### Clock wires, drivers and flops

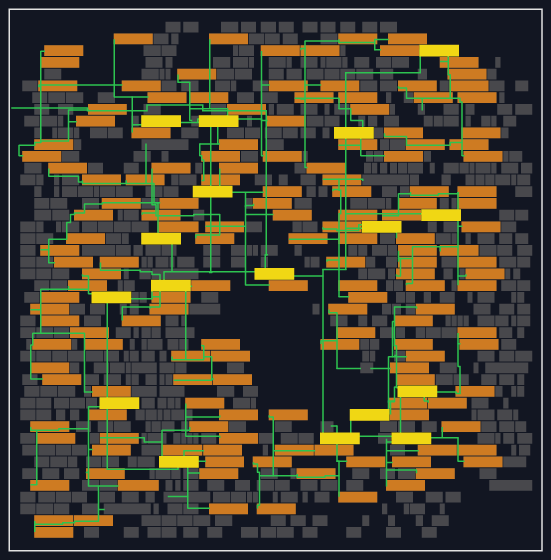
### Cells colored by class

Bar = 20 µm. Fill, decap, tap and diode cells in gray.
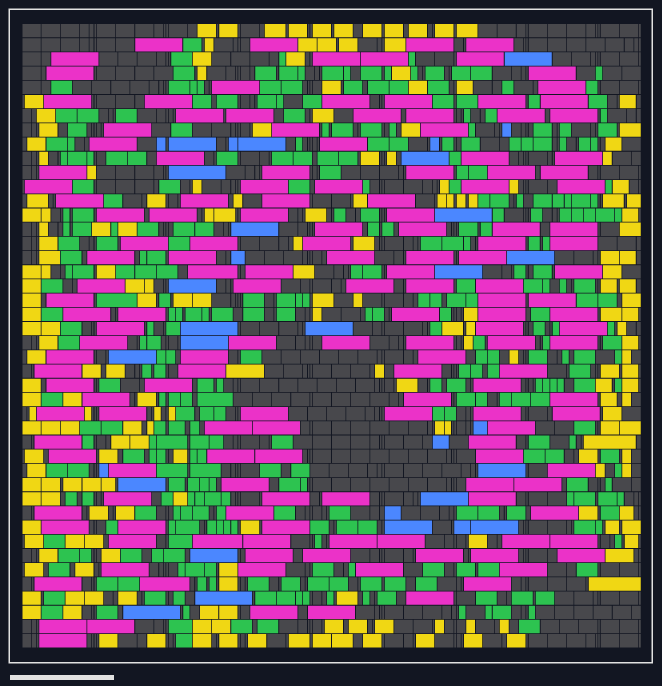
### Placed standard cells

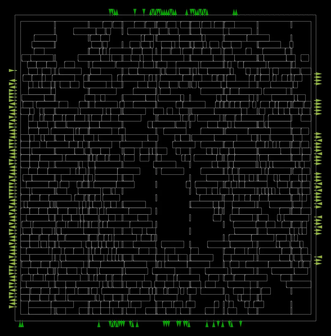
==> config.mk <==
export PLATFORM = sky130hd
export DESIGN_NAME = ifetch_queue
export DESIGN_NICKNAME = d
export VERILOG_FILES = /design/src/rtl/ifetch_queue.sv
export SDC_FILE = /design/constraint.sdc
export NUM_CORES = 1
export LEC_CHECK = 0
export CORE_AREA = 2 2 121 123
export CTS_CLUSTER_DIAMETER = 80
export CTS_CLUSTER_SIZE = 10
export DETAILED_ROUTE_END_ITERATION = 8
export DIE_AREA = 0 0 123 125
export GPL_TIMING_DRIVEN = 0
export PLACE_DENSITY = 0.85
export SLEW_MARGIN = 40
export SYNTH_ARGS = -nofsm -noshare
export SYNTH_HDL_FRONTEND = slang
export SYNTH_SLANG_ARGS = --single-unit
==> constraint.sdc <==
create_clock -name clk -period 2.7 [get_ports clk]
set_input_delay 0.54 -clock clk [delete_from_list [all_inputs] [get_ports clk]]
set_output_delay 0.54 -clock clk [all_outputs]
set_load 0.05 [all_outputs]
==> src/rtl/ifetch_queue.sv <==
// ifetch_queue: instruction-fetch stage with program counter and small FIFO.
// Drives the ROM address and queues {pc, instr} words for decode.
//
// Ports:
//   clk          rising-edge clock
//   rst_n        asynchronous active-low reset
//   rom_pc       byte address to the ROM (equals the pc register)
//   rom_instr    ROM word for rom_pc, valid in the same cycle
//   redirect     branch/jump taken: flush queue, reload pc
//   redirect_pc  redirect target (low two bits ignored)
//   id_ready     decode accepts the head entry
//   if_valid     head entry valid
//   if_instr     head instruction word (0 when empty)
//   if_pc        head instruction address (0 when empty)
//   fetch_oob    pc is past the end of the ROM; fetching stopped
module ifetch_queue #(
    parameter logic [31:0] RESET_PC  = 32'h0000_0000,
    parameter int          DEPTH     = 2,
    parameter int          ROM_BYTES = 1000
) (
    input  logic        clk,
    input  logic        rst_n,
    output logic [31:0] rom_pc,
    input  logic [31:0] rom_instr,
    input  logic        redirect,
    input  logic [31:0] redirect_pc,
    input  logic        id_ready,
    output logic        if_valid,
    output logic [31:0] if_instr,
    output logic [31:0] if_pc,
    output logic        fetch_oob
);

    localparam int AW = (DEPTH > 1) ? $clog2(DEPTH) : 1;
    localparam int CW = $clog2(DEPTH + 1);
    localparam logic [31:0] LAST_PC = 32'(ROM_BYTES - 4);
    localparam logic [CW-1:0] FULL = CW'(DEPTH);

    typedef struct packed {
        logic [31:0] pc;
        logic [31:0] instr;
    } if_entry_t;

    logic [31:0]   pc;
    logic [CW-1:0] count;
    logic [AW-1:0] rd_ptr;
    logic [AW-1:0] wr_ptr;
    if_entry_t     mem [DEPTH];

    logic          oob;
    logic          pop;
    logic          push;
    logic [CW-1:0] count_nxt;
    if_entry_t     head;

    assign oob       = (pc > LAST_PC);
    assign fetch_oob = oob;
    assign rom_pc    = pc;

    assign if_valid = (count != '0);
    assign pop      = if_valid & id_ready;
    assign push     = !redirect & !oob & ((count < FULL) | pop);

    always_comb begin
        count_nxt = count;
        if (push && !pop) begin
            count_nxt = count + CW'(1);
        end else if (pop && !push) begin
            count_nxt = count - CW'(1);
        end
    end

    // Output mux gated so a stale slot never leaks when the queue is empty.
    assign head     = mem[rd_ptr];
    assign if_instr = if_valid ? head.instr : 32'h0;
    assign if_pc    = if_valid ? head.pc : 32'h0;

    // Control state: redirect overrides both push and pop.
    always_ff @(posedge clk or negedge rst_n) begin
        if (!rst_n) begin
            pc     <= RESET_PC;
            count  <= '0;
            rd_ptr <= '0;
            wr_ptr <= '0;
        end else if (redirect) begin
            pc     <= {redirect_pc[31:2], 2'b00};
            count  <= '0;
            rd_ptr <= '0;
            wr_ptr <= '0;
        end else begin
            count <= count_nxt;
            if (push) begin
                pc     <= pc + 32'd4;
                wr_ptr <= (wr_ptr == AW'(DEPTH - 1)) ? '0 : wr_ptr + AW'(1);
            end
            if (pop) begin
                rd_ptr <= (rd_ptr == AW'(DEPTH - 1)) ? '0 : rd_ptr + AW'(1);
            end
        end
    end

    // Storage is cleared on reset so no old word is ever observable.
    always_ff @(posedge clk or negedge rst_n) begin
        if (!rst_n) begin
            for (int i = 0; i < DEPTH; i++) begin
                mem[i] <= '0;
            end
        end else if (push) begin
            mem[wr_ptr] <= '{pc: pc, instr: rom_instr};
        end
    end

endmodule

==> CHANGELOG.md <==
### Physical design

- Biggest area cells: dfrtp_1 (57%), mux2_2 (17%), mux2i_1 (9.3%)
- Peak supply drop: 0.000473 V
- Worst hold path cell count: 1
- Final #Nets: 795
- Distinct cells, synth: 32
- CP endpoint kind: output port
- Area share, top type: 0.574
- Setup ws final: 0.0971 ns
- Worst path slowest cell: dfrtp_1
- Post-Place Worst Slack: -0.465 ns
- Worst hold path startpoint: mem[62]
- Worst path max stage delay: 0.47 ns
- Ports: 166
- Slew headroom: 0.584
- Max Freq: 384 MHz
- Logic family by area: multiplexers
- Largest area contributor in the netlist: dfrtp_1
- Clk root buf: clkbuf_16
- Status: finished, final reports clean
- Wirelength per Cell: 16.8 µm
- Die ar.: 0.0154 mm²
- Die height: 125 µm
- Post-route ant nets: 0
- H-tree levels: 4
- Clock slew at reported path FFs: 0.06 ns
- XOR Share, Synth: 0.00890
- CTS Buf Count: 17
- Buf/Inv on CP: 2
- DRC viols: 0
- Global-route wire length before repair: 25700 µm
- HP Class: reg -> reg
- Power density over the cells: 590 mW/mm²
- Reg2Reg Depth: 8
- R2R setup slack: 0.14 ns
- # setup viols final: 0
- Gp weighted congestion: 0.783
- Hold_ws: 0.485 ns
- GR Overflow Total: 0
- Post-synth ARST share: 1.00
About 'Clock wires, drivers and flops':
- green: clock wires (length 1800 µm)
- yellow: clock-net drivers (count 17)
- orange: flip-flops (count 158)
- routed clock nets: 18
- flops lie: widely spread
P_clk: 0.00258 W
clock share of power: 0.462
Insertion Delay late pin: 0.42 ns
Fin Clk Skew: 0.00815 ns

About 'Cells colored by class':
- magenta: sequential cells (cells 158; share of their area 43%)
- blue: clock drivers and dummy loads (cells 32; share of their area 7.0%)
- green: remaining logic cells (cells 348; share of their area 31%)
- yellow: remaining buffers and delay cells (cells 199; share of their area 20%)
core area: 0.0142 mm²
Finished Cell Area: 0.00945 mm²
standard-cell row count: 44

About 'Placed standard cells':
n_taps: 184
Post-Layout Cell Count: 921
flop count: 158
Seq area share: 0.419

## flip-flops by register name, indices dropped and copies added (netlist names)
signal,cells
rom_pc,30
count,2
mem,124
wr_ptr,1
rd_ptr,1
## metrics by stage
step                       util  std cells  total power (W)  TNS, ns  area [µm²]
after global routing      0.666        921          0.00579  -0.0623        9450
final                     0.666        921          0.00558        0        9450
after floorplan               -        540          0.00275        0        6900
after detailed placement  0.618        884          0.00303   -62.31        8770
after global placement    0.613        882          0.00301  -813.97        8710
after CTS                 0.668        918          0.00563    -3.25        9490
## power breakdown
| group | switching (W) | internal [W] |
|---|---|---|
| clock network | 0.000943 | 0.00164 |
| logic | 0.000306 | 0.000223 |
| registers | 0.0000577 | 0.00241 |
| total | 0.00131 | 0.00427 |
## what timing repair did
action,CTS,global route
resized,144,25
buffers inserted,2,3
hold buffers,1,0
pin swaps,0,2
hold endpoints to repair,2,0
endpoints found under the setup margin,140,135
## area by class of cell
type,instances,share of cell area
inverter,6,0.00238
clock inverter,15,0.0229
timing repair buffer,166,0.171
sequential,158,0.419
multi-input combinational,342,0.295
tap,184,0.0244
clock buffer,17,0.0450
buffer,33,0.0205
## worst paths after layout
path | end
hold / removal | mem[62]
setup / recovery | if_instr[16]
max in group asynchronous | rd_ptr
setup reg to reg | mem[23]
hold reg to reg | mem[62]
min in group asynchronous | mem[24]
## cells in the final DEF (no fill, tap or decap), types with 2 or more instances in the layout
cell type / n
dfrtp_1: 155
mux2_2: 104
clkdlybuf4s50_1: 96
nor2_1: 66
mux2i_1: 64
nor2b_1: 25
clkbuf_2: 23
and2_1: 22
clkbuf_16: 17
clkdlybuf4s15_2: 17
dlygate4sd2_1: 14
buf_2: 12
clkdlybuf4s15_1: 12
nand2_1: 10
nor4_1: 8
buf_4: 8
inv_1: 6
xnor2_1: 6
o21ai_0: 6
clkbuf_1: 5
bufinv_16: 5
clkinv_2: 5
buf_6: 4
conb_1: 4
nand3_1: 3
nor3_4: 3
ha_1: 3
dfrtp_2: 3
nand4_1: 2
nand2b_1: 2
a21oi_1: 2
a211oi_1: 2
buf_1: 2
inv_6: 2
clkinvlp_4: 2
buf_16: 2
## cell families (layout without fill, tap and decap cells)
logic type / after synthesis / count (layout)
multiplexers: 168 / 168
flip-flops: 158 / 158
AND/OR/NAND/NOR: 147 / 147
buffers and inverters: 40 / 237
AND-OR/OR-AND: 13 / 13
XOR/XNOR: 7 / 7
adder cells (fa/ha/maj): 3 / 3
other: 1 / 4
## per-layer routing
layer | up-vias | GRT usage | part of all wire
met5 | - | 0 | 0
met4 | 0 | 0.0715 | 0.015
met3 | 19 | 0.0698 | 0.063
met2 | 136 | 0.344 | 0.49
met1 | 2381 | 0.274 | 0.44
li1 | 2217 | - | -
Power figures rest on the tool's default switching activity, not on a simulated workload.
